### src/rtl/wbi_pkg.sv
// rtl/wbi_pkg.sv - shared types and sizing helper for the Wishbone initiator
package wbi_pkg;

    typedef enum logic [1:0] {
        IDLE,
        BUS,
        RESP
    } wbi_state_e;

    typedef struct packed {
        logic        we;
        logic [31:0] adr;
        logic [31:0] dat;
        logic [3:0]  sel;
    } wbi_cmd_t;

    function automatic int to_w(input int cycles);
        return $clog2(cycles + 1);
    endfunction

endpackage

### src/rtl/wbi_cmd_fifo.sv
// rtl/wbi_cmd_fifo.sv - synchronous command FIFO, head visible on dout while non-empty
module wbi_cmd_fifo
    import wbi_pkg::*;
#(
    parameter int DEPTH = 2
) (
    input  logic     clk,
    input  logic     rst,
    input  logic     push,
    input  wbi_cmd_t din,
    input  logic     pop,
    output wbi_cmd_t dout,
    output logic     full,
    output logic     empty
);
    localparam int AW = $clog2(DEPTH);

    wbi_cmd_t        mem [DEPTH];
    logic [AW:0]     wr_ptr;
    logic [AW:0]     rd_ptr;

    // Extra pointer bit distinguishes full from empty when the index bits match.
    always_ff @(posedge clk or posedge rst) begin
        if (rst) begin
            wr_ptr <= '0;
            rd_ptr <= '0;
        end else begin
            if (push) wr_ptr <= wr_ptr + 1'b1;
            if (pop)  rd_ptr <= rd_ptr + 1'b1;
        end
    end

    always_ff @(posedge clk) begin
        if (push) mem[wr_ptr[AW-1:0]] <= din;
    end

    assign dout  = mem[rd_ptr[AW-1:0]];
    assign empty = (wr_ptr == rd_ptr);
    assign full  = (wr_ptr[AW] != rd_ptr[AW]) && (wr_ptr[AW-1:0] == rd_ptr[AW-1:0]);

endmodule

### src/rtl/wb_initiator.sv
// rtl/wb_initiator.sv - Wishbone classic initiator: one single-beat cycle per queued command
module wb_initiator
    import wbi_pkg::*;
#(
    parameter int CMD_DEPTH      = 2,
    parameter int TIMEOUT_CYCLES = 255
) (
    input  logic        wb_clk_i,
    input  logic        wb_rst_i,
    input  logic        cmd_valid,
    output logic        cmd_ready,
    input  logic        cmd_we,
    input  logic [31:0] cmd_adr,
    input  logic [31:0] cmd_dat,
    input  logic [3:0]  cmd_sel,
    output logic        rsp_valid,
    input  logic        rsp_ready,
    output logic [31:0] rsp_dat,
    output logic        rsp_err,
    output logic        wbm_cyc_o,
    output logic        wbm_stb_o,
    output logic        wbm_we_o,
    output logic [31:0] wbm_adr_o,
    output logic [31:0] wbm_dat_o,
    output logic [3:0]  wbm_sel_o,
    input  logic        wbm_ack_i,
    input  logic [31:0] wbm_dat_i,
    output logic        busy
);
    localparam int            TW      = to_w(TIMEOUT_CYCLES);
    localparam logic [TW-1:0] TO_LAST = TW'(TIMEOUT_CYCLES - 1);

    wbi_state_e    state_q, state_d;
    logic [TW-1:0] cnt_q, cnt_d;
    wbi_cmd_t      cmd_in, head, bus_q, bus_d;
    logic          cyc_q, cyc_d;
    logic          rsp_valid_q, rsp_valid_d;
    logic [31:0]   rsp_dat_q, rsp_dat_d;
    logic          rsp_err_q, rsp_err_d;
    logic          push, pop, full, empty;

    assign cmd_in = '{we: cmd_we, adr: cmd_adr, dat: cmd_dat, sel: cmd_sel};
    assign push   = cmd_valid && !full;

    wbi_cmd_fifo #(.DEPTH(CMD_DEPTH)) u_fifo (
        .clk   (wb_clk_i),
        .rst   (wb_rst_i),
        .push  (push),
        .din   (cmd_in),
        .pop   (pop),
        .dout  (head),
        .full  (full),
        .empty (empty)
    );

    always_ff @(posedge wb_clk_i or posedge wb_rst_i) begin
        if (wb_rst_i) begin
            state_q     <= IDLE;
            cnt_q       <= '0;
            bus_q       <= '0;
            cyc_q       <= 1'b0;
            rsp_valid_q <= 1'b0;
            rsp_dat_q   <= '0;
            rsp_err_q   <= 1'b0;
        end else begin
            state_q     <= state_d;
            cnt_q       <= cnt_d;
            bus_q       <= bus_d;
            cyc_q       <= cyc_d;
            rsp_valid_q <= rsp_valid_d;
            rsp_dat_q   <= rsp_dat_d;
            rsp_err_q   <= rsp_err_d;
        end
    end

    always_comb begin
        state_d     = state_q;
        cnt_d       = cnt_q;
        bus_d       = bus_q;
        cyc_d       = cyc_q;
        rsp_valid_d = rsp_valid_q;
        rsp_dat_d   = rsp_dat_q;
        rsp_err_d   = rsp_err_q;
        pop         = 1'b0;
        case (state_q)
            IDLE: begin
                if (!empty) begin
                    pop     = 1'b1;
                    bus_d   = head;
                    cyc_d   = 1'b1;
                    cnt_d   = '0;
                    state_d = BUS;
                end
            end
            BUS: begin
                // An ack on the final allowed cycle still completes normally.
                if (wbm_ack_i) begin
                    cyc_d       = 1'b0;
                    rsp_valid_d = 1'b1;
                    rsp_dat_d   = bus_q.we ? 32'h0 : wbm_dat_i;
                    rsp_err_d   = 1'b0;
                    state_d     = RESP;
                end else if (cnt_q == TO_LAST) begin
                    cyc_d       = 1'b0;
                    rsp_valid_d = 1'b1;
                    rsp_dat_d   = 32'h0;
                    rsp_err_d   = 1'b1;
                    state_d     = RESP;
                end else begin
                    cnt_d = cnt_q + TW'(1);
                end
            end
            RESP: begin
                if (rsp_ready) begin
                    rsp_valid_d = 1'b0;
                    cnt_d       = '0;
                    state_d     = IDLE;
                end
            end
            default: state_d = IDLE;
        endcase
    end

    assign cmd_ready = !full;
    assign rsp_valid = rsp_valid_q;
    assign rsp_dat   = rsp_dat_q;
    assign rsp_err   = rsp_err_q;
    assign wbm_cyc_o = cyc_q;
    assign wbm_stb_o = cyc_q;
    assign wbm_we_o  = bus_q.we;
    assign wbm_adr_o = bus_q.adr;
    assign wbm_dat_o = bus_q.dat;
    assign wbm_sel_o = bus_q.sel;
    assign busy      = !empty || (state_q != IDLE);

endmodule

### config.mk
export PLATFORM = sky130hd
export DESIGN_NAME = wb_initiator
export DESIGN_NICKNAME = d
export VERILOG_FILES = /design/src/rtl/wbi_pkg.sv /design/src/rtl/wbi_cmd_fifo.sv /design/src/rtl/wb_initiator.sv
export SDC_FILE = /design/constraint.sdc
export NUM_CORES = 1
export LEC_CHECK = 0
export CORE_UTILIZATION = 43
export DETAILED_ROUTE_END_ITERATION = 8
export PLACE_DENSITY = 0.81
export SLEW_MARGIN = 20
export SYNTH_ARGS = -nofsm -noshare
export SYNTH_HDL_FRONTEND = slang
export SYNTH_SLANG_ARGS = --single-unit
### constraint.sdc
create_clock -name wb_clk_i -period 4.1 [get_ports wb_clk_i]
set_clock_uncertainty 0.2 [all_clocks]
set_input_delay 0.41 -clock wb_clk_i [delete_from_list [all_inputs] [get_ports wb_clk_i]]
set_output_delay 0.41 -clock wb_clk_i [all_outputs]
set_load 0.02 [all_outputs]
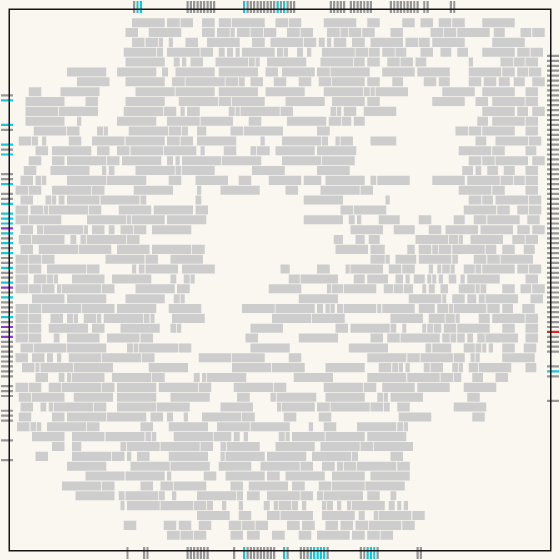
*Ports around the boundary, run 1*
Pins as bars across the die edge, other pins in grey.
Red is `busy`, pins 1, direction output, edge east. Cyan is `cmd_dat`, pins 32, direction input, edge 16 west, 10 south, 5 north, 1 east. Purple is `cmd_sel`, pins 4, direction input, edge west.
All pins by edge: 65 east, 55 west, 53 north, 40 south.

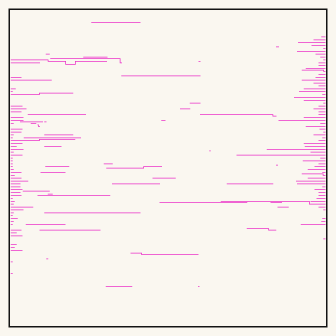
*Metal 3, run 1*
The longest straight run is 45.1 µm. The layer holds 7.4% of the routed length. 139 nets have wire on it. The layer carries 1390 µm of wire.
met3 Usage GRT: 3.49%
via count: 5555

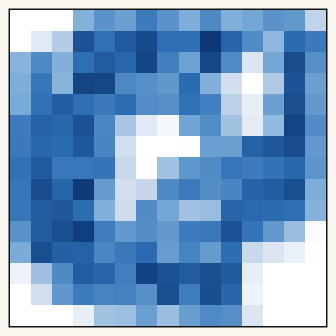
*Cell density map, run 1*
15 x 15 tiles, from white (low) to dark blue (high), 0 to 100% covered.
28% of the tiles are over 75% full. 10% of the tiles are nearly empty. The emptiest ninth of the die: south-east. The mean over all tiles is 55%. The fullest tile reaches 97%.
Init Core Util: 44.1%
Layout Utilization: 59.7%
core area: 21100 µm²

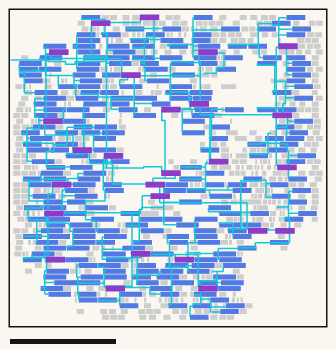
*Routed clock nets over the placement, run 1*
Bar = 50 µm.
Blue is flip-flops, count 256. Purple is clock drivers, count 26. Cyan is clock wires, length 2820 µm.
Position of the flops: spread over the die. There are 27 routed clock nets.
Clk network pwr share: 21.7%
Clk power: 2.32 mW
Worst-Skew Late Latency: 520 ps

==> reports/results.ini, run 1 <==
[status]
outcome=complete, no violations

[run]
cap_violations=0

[clock_tree]
htree_levels=1
cts_setup_buffers=0
cts.reportedPaths.clkPinSlew_ps=60
cts_tree=done
cts_sinks=256

[grt]
grt_max_degree=71
grt_usage_pct=17.0
gr-usage-met2_pct=28.3
grt_pass1_vias=5657

[logic_synthesis]
synth_cells=600
ys_sh_aoi_pct=8.89
syn_nets=708
syn_avg_cell_area_um2=15.5
ys_area_um2=9290
flop_cell=edfxtp_1
yosys-stat-cells=600
ys_warn_count=0
top_cell_area_share_pct=44.6
area_leaders=edfxtp_1, dfrtp_1, mux2i_1
ys_sh_adder_pct=0.269
top_area_cell=edfxtp_1
synth-seq-cells=256

[route]
drt_iter0_drc=288
post-route-drc-count=0
drt-met1-wl_um=7890
firstDrtPassIters=4

[layout]
nNonClkInverters=9
final-clk-cell-share_pct=6.80
comb-cell-share_pct=16.2
n_all_buffers=221
drive_above_1_share_pct=7.65
nClkBuffers=33
fillers=1610
fin_area_um2=12600
sh_seq_area_pct=56.4
largest_register_ffs=138

[pwr]
combPwrFrac_pct=37.7
comb_power_mw=4.04
p_per_area_nw_per_um2=851
power_leakage_nw=4.99
switchingPower_mw=3.76
top_power_group=sequential cells

[placement]
dpl_cell_area_um2=11700
place_inst=1064
dp_hpwl_um=12200
gp_congestion=0.756
portBuffers=212
pre_cts_ws_ps=1250

[timing]
hold_viol_final=0
timing.fmax_ghz=0.323
setup_viol=0
holdWs_ps=178
worst_pin_slew_ps=995

[worst_setup_path]
crit_path_end_kind=primary output
cp_num_cells=3
crit_buf_inv=1
r2r_end=u_fifo.mem[1][39]$_DFFE_PP_
regToRegSetupSlack_ps=1300
crit_slowest_cell=dfrtp_4

[die]
tap_cells=275
die_w_um=149
die-area_um2=22200

### Placed standard cells, run 1

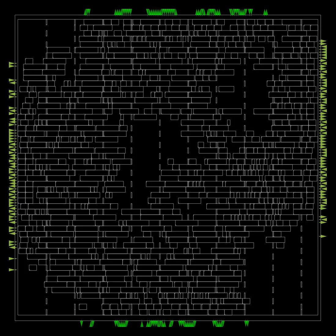

--- run 2 (diff from run 1) ---
==> constraint.sdc (replaced) <==
create_clock -name wb_clk_i -period 2.59 [get_ports wb_clk_i]
set_clock_uncertainty 0.2 [all_clocks]
set_input_delay 0.259 -clock wb_clk_i [delete_from_list [all_inputs] [get_ports wb_clk_i]]
set_output_delay 0.259 -clock wb_clk_i [all_outputs]
set_load 0.02 [all_outputs]
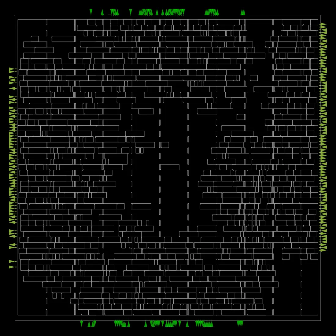
*Placed standard cells, run 2*
seq_cells: 256
non-filler cells, final: 1119

==> run 2 against run 1 <==
Effect of this change: utilization rose by 0.58 points; sequential cell count did not move; register-to-register slack got worse by 870 ps; first-iteration DRC count rose by 0.35%; cell area rose by 0.96%.
==> reports/results.ini, run 2 <==
[clock_tree]
htree_levels=1  ; unchanged
insertion_delay_ps=530  ; was 520 ps
cts_setup_buffers=0  ; unchanged
cts.reportedPaths.clkPinSlew_ps=60  ; about the same
cts_tree=done  ; unchanged
cts_sinks=256  ; unchanged

[pwr]
switchingPower_mw=6.07  ; was 3.76 mW
p_per_area_nw_per_um2=1350  ; was 851 nW/µm²
top_power_group=combinational logic  ; was sequential cells
comb_power_mw=6.86  ; was 4.04 mW
combPwrFrac_pct=40.0  ; was 37.7%
power_leakage_nw=5.03  ; was 4.99 nW
p_clk_mw=3.52  ; was 2.32 mW

[logic_synthesis]
top_cell_area_share_pct=44.6  ; unchanged
yosys-stat-cells=600  ; unchanged
ys_sh_adder_pct=0.269  ; unchanged
ys_area_um2=9290  ; unchanged
area_leaders=edfxtp_1, dfrtp_1, mux2i_1  ; unchanged
flop_cell=edfxtp_1  ; unchanged
ys_sh_aoi_pct=8.89  ; unchanged

[timing]
holdWs_ps=101  ; was 178 ps
worst_pin_slew_ps=567  ; was 995 ps
setup_viol=0  ; unchanged

[die]
die-area_um2=22200  ; unchanged
tap_cells=275  ; unchanged
die_w_um=149  ; unchanged

[layout]
nClkBuffers=45  ; was 33
drive_above_1_share_pct=7.35  ; was 7.65%
comb-cell-share_pct=16.3  ; was 16.2%
final-clk-cell-share_pct=6.35  ; was 6.80%

[placement]
dpl_cell_area_um2=11900  ; was 11700 µm²
portBuffers=212  ; unchanged
dp_hpwl_um=12900  ; was 12200 µm
place_inst=1067  ; was 1064

[status]
outcome=complete, no violations  ; unchanged

[grt]
grt_pass1_vias=5799  ; was 5657
gr-usage-met2_pct=31.6  ; was 28.3%
grt_usage_pct=18.0  ; was 17.0%
met3_usage_pct=4.59  ; was 3.49%

[worst_setup_path]
regToRegSetupSlack_ps=430  ; was 1300 ps
crit_buf_inv=1  ; unchanged
r2r_end=u_fifo.mem[1][45]$_DFFE_PP_  ; was u_fifo.mem[1][39]$_DFFE_PP_
crit_slowest_cell=clkdlybuf4s50_1  ; was dfrtp_4
cp_num_cells=4  ; was 3

[route]
drt_iter0_drc=289  ; was 288
num_vias=5658  ; was 5555

[run]
cap_violations=0  ; unchanged

### Ports around the boundary, run 2

Pins as bars across the die edge, other pins in grey.
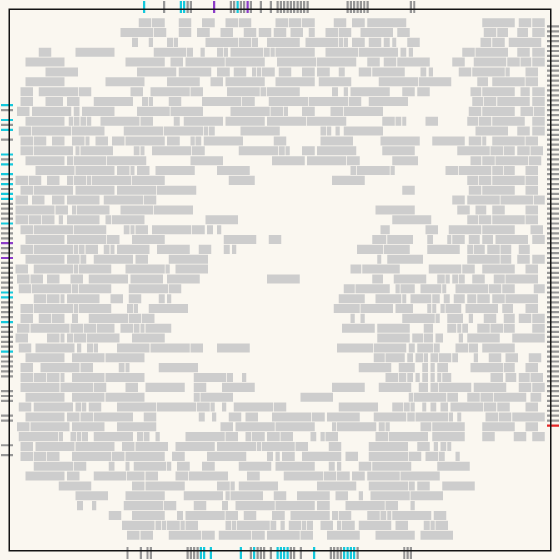

--- run 3 (diff from run 2) ---
--- a/config.mk
+++ b/config.mk
@@ -5,9 +5,10 @@
 export SDC_FILE = /design/constraint.sdc
 export NUM_CORES = 1
 export LEC_CHECK = 0
-export CORE_UTILIZATION = 43
+export CORE_UTILIZATION = 45
 export DETAILED_ROUTE_END_ITERATION = 8
-export PLACE_DENSITY = 0.81
+export GPL_ROUTABILITY_DRIVEN = 0
+export PLACE_DENSITY = 0.84
 export SLEW_MARGIN = 20
 export SYNTH_ARGS = -nofsm -noshare
 export SYNTH_HDL_FRONTEND = slang
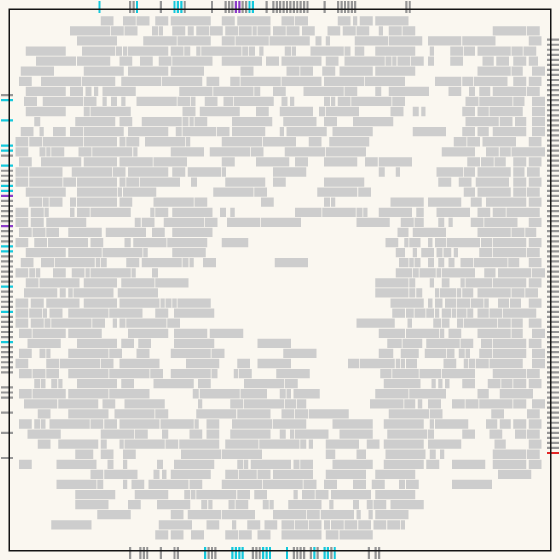
*Ports around the boundary, run 3*
Pins as bars across the die edge, other pins in grey.
Red is `busy`, pins 1, direction output, edge east. Cyan is `cmd_dat`, pins 32, direction input, edge 13 south, 12 west, 7 north. Purple is `cmd_sel`, pins 4, direction input, edge 2 north, 2 west.
All pins by edge: 83 east, 54 west, 40 north, 36 south.
die width: 146 µm
die y size: 146 µm
IO buf count: 212

==> run 3 against run 2 <==
Effect of this change: wire length fell by 0.44%; critical path type unchanged; largest cell class unchanged; critical endpoint is now cmd_ready; sequential cell count stayed put; synthesized area is the same; highest routed layer unchanged; clock power increased by 19%; synthesized cell count unchanged.
==> reports/results.ini, run 3 <==
[status]
outcome=complete, no violations  ; unchanged

[placement]
pre_cts_ws_ps=459  ; was 377 ps
dp_hpwl_um=12600  ; was 12900 µm
place_inst=1063  ; was 1067

[layout]
comb-cell-share_pct=16.1  ; was 16.3%
sh_seq_area_pct=55.1  ; was 55.9%
nClkBuffers=29  ; was 45
fin_util_pct=63.6  ; was 60.2%
final-clk-cell-share_pct=7.66  ; was 6.35%
largest_register_ffs=138  ; unchanged
seq_cell_count=256  ; unchanged
drive_above_1_share_pct=8.67  ; was 7.35%
n_all_buffers=226  ; was 227
layoutNonFillerInstCount=1112  ; was 1119

[route]
num_vias=5692  ; was 5658
post-route-drc-count=0  ; unchanged
drt_iter0_drc=289  ; unchanged
firstDrtPassIters=4  ; was 5
drt-met1-wl_um=8130  ; was 7900 µm

[logic_synthesis]
synth_cells=600  ; unchanged
area_leaders=edfxtp_1, dfrtp_1, mux2i_1  ; unchanged
synth-seq-cells=256  ; unchanged
ys_warn_count=0  ; unchanged
flop_cell=edfxtp_1  ; unchanged
ys_sh_aoi_pct=8.89  ; unchanged
top_area_cell=edfxtp_1  ; unchanged
syn_nets=708  ; unchanged
ys_sh_adder_pct=0.269  ; unchanged
syn_avg_cell_area_um2=15.5  ; unchanged
ys_area_um2=9290  ; unchanged
yosys-stat-cells=600  ; unchanged

[grt]
grt_usage_pct=18.5  ; was 18.0%
grt_pass1_vias=5647  ; was 5799
met3_usage_pct=4.23  ; was 4.59%

[pwr]
pwr-share-clk_pct=23.5  ; was 20.5%
p_per_area_nw_per_um2=1380  ; was 1350 nW/µm²
comb_power_mw=6.87  ; was 6.86 mW
combPwrFrac_pct=38.5  ; was 40.0%

[die]
num_rows=52  ; was 53
initCoreUtil_pct=45.9  ; was 44.1%
tap_cells=270  ; was 275
placeableCoreArea_um2=20200  ; was 21100 µm²
die-area_um2=21200  ; was 22200 µm²

[timing]
holdWs_ps=122  ; was 101 ps
worst_pin_slew_ps=673  ; was 567 ps

[worst_setup_path]
crit_slowest_cell=clkdlybuf4s50_1  ; unchanged
crit_path_end_kind=primary output  ; unchanged
cp_num_cells=3  ; was 4
r2r_end=u_fifo.mem[0][66]$_DFFE_PP_  ; was u_fifo.mem[1][45]$_DFFE_PP_
crit_buf_inv=1  ; unchanged

[clock_tree]
cts_tree=done  ; unchanged
insertion_delay_ps=510  ; was 530 ps
cts_setup_buffers=0  ; unchanged
htree_levels=1  ; unchanged
cts.reportedPaths.clkPinSlew_ps=60  ; about the same

[run]
cap_violations=0  ; unchanged

No activity file was given, so power comes from the tool's default toggle rates.
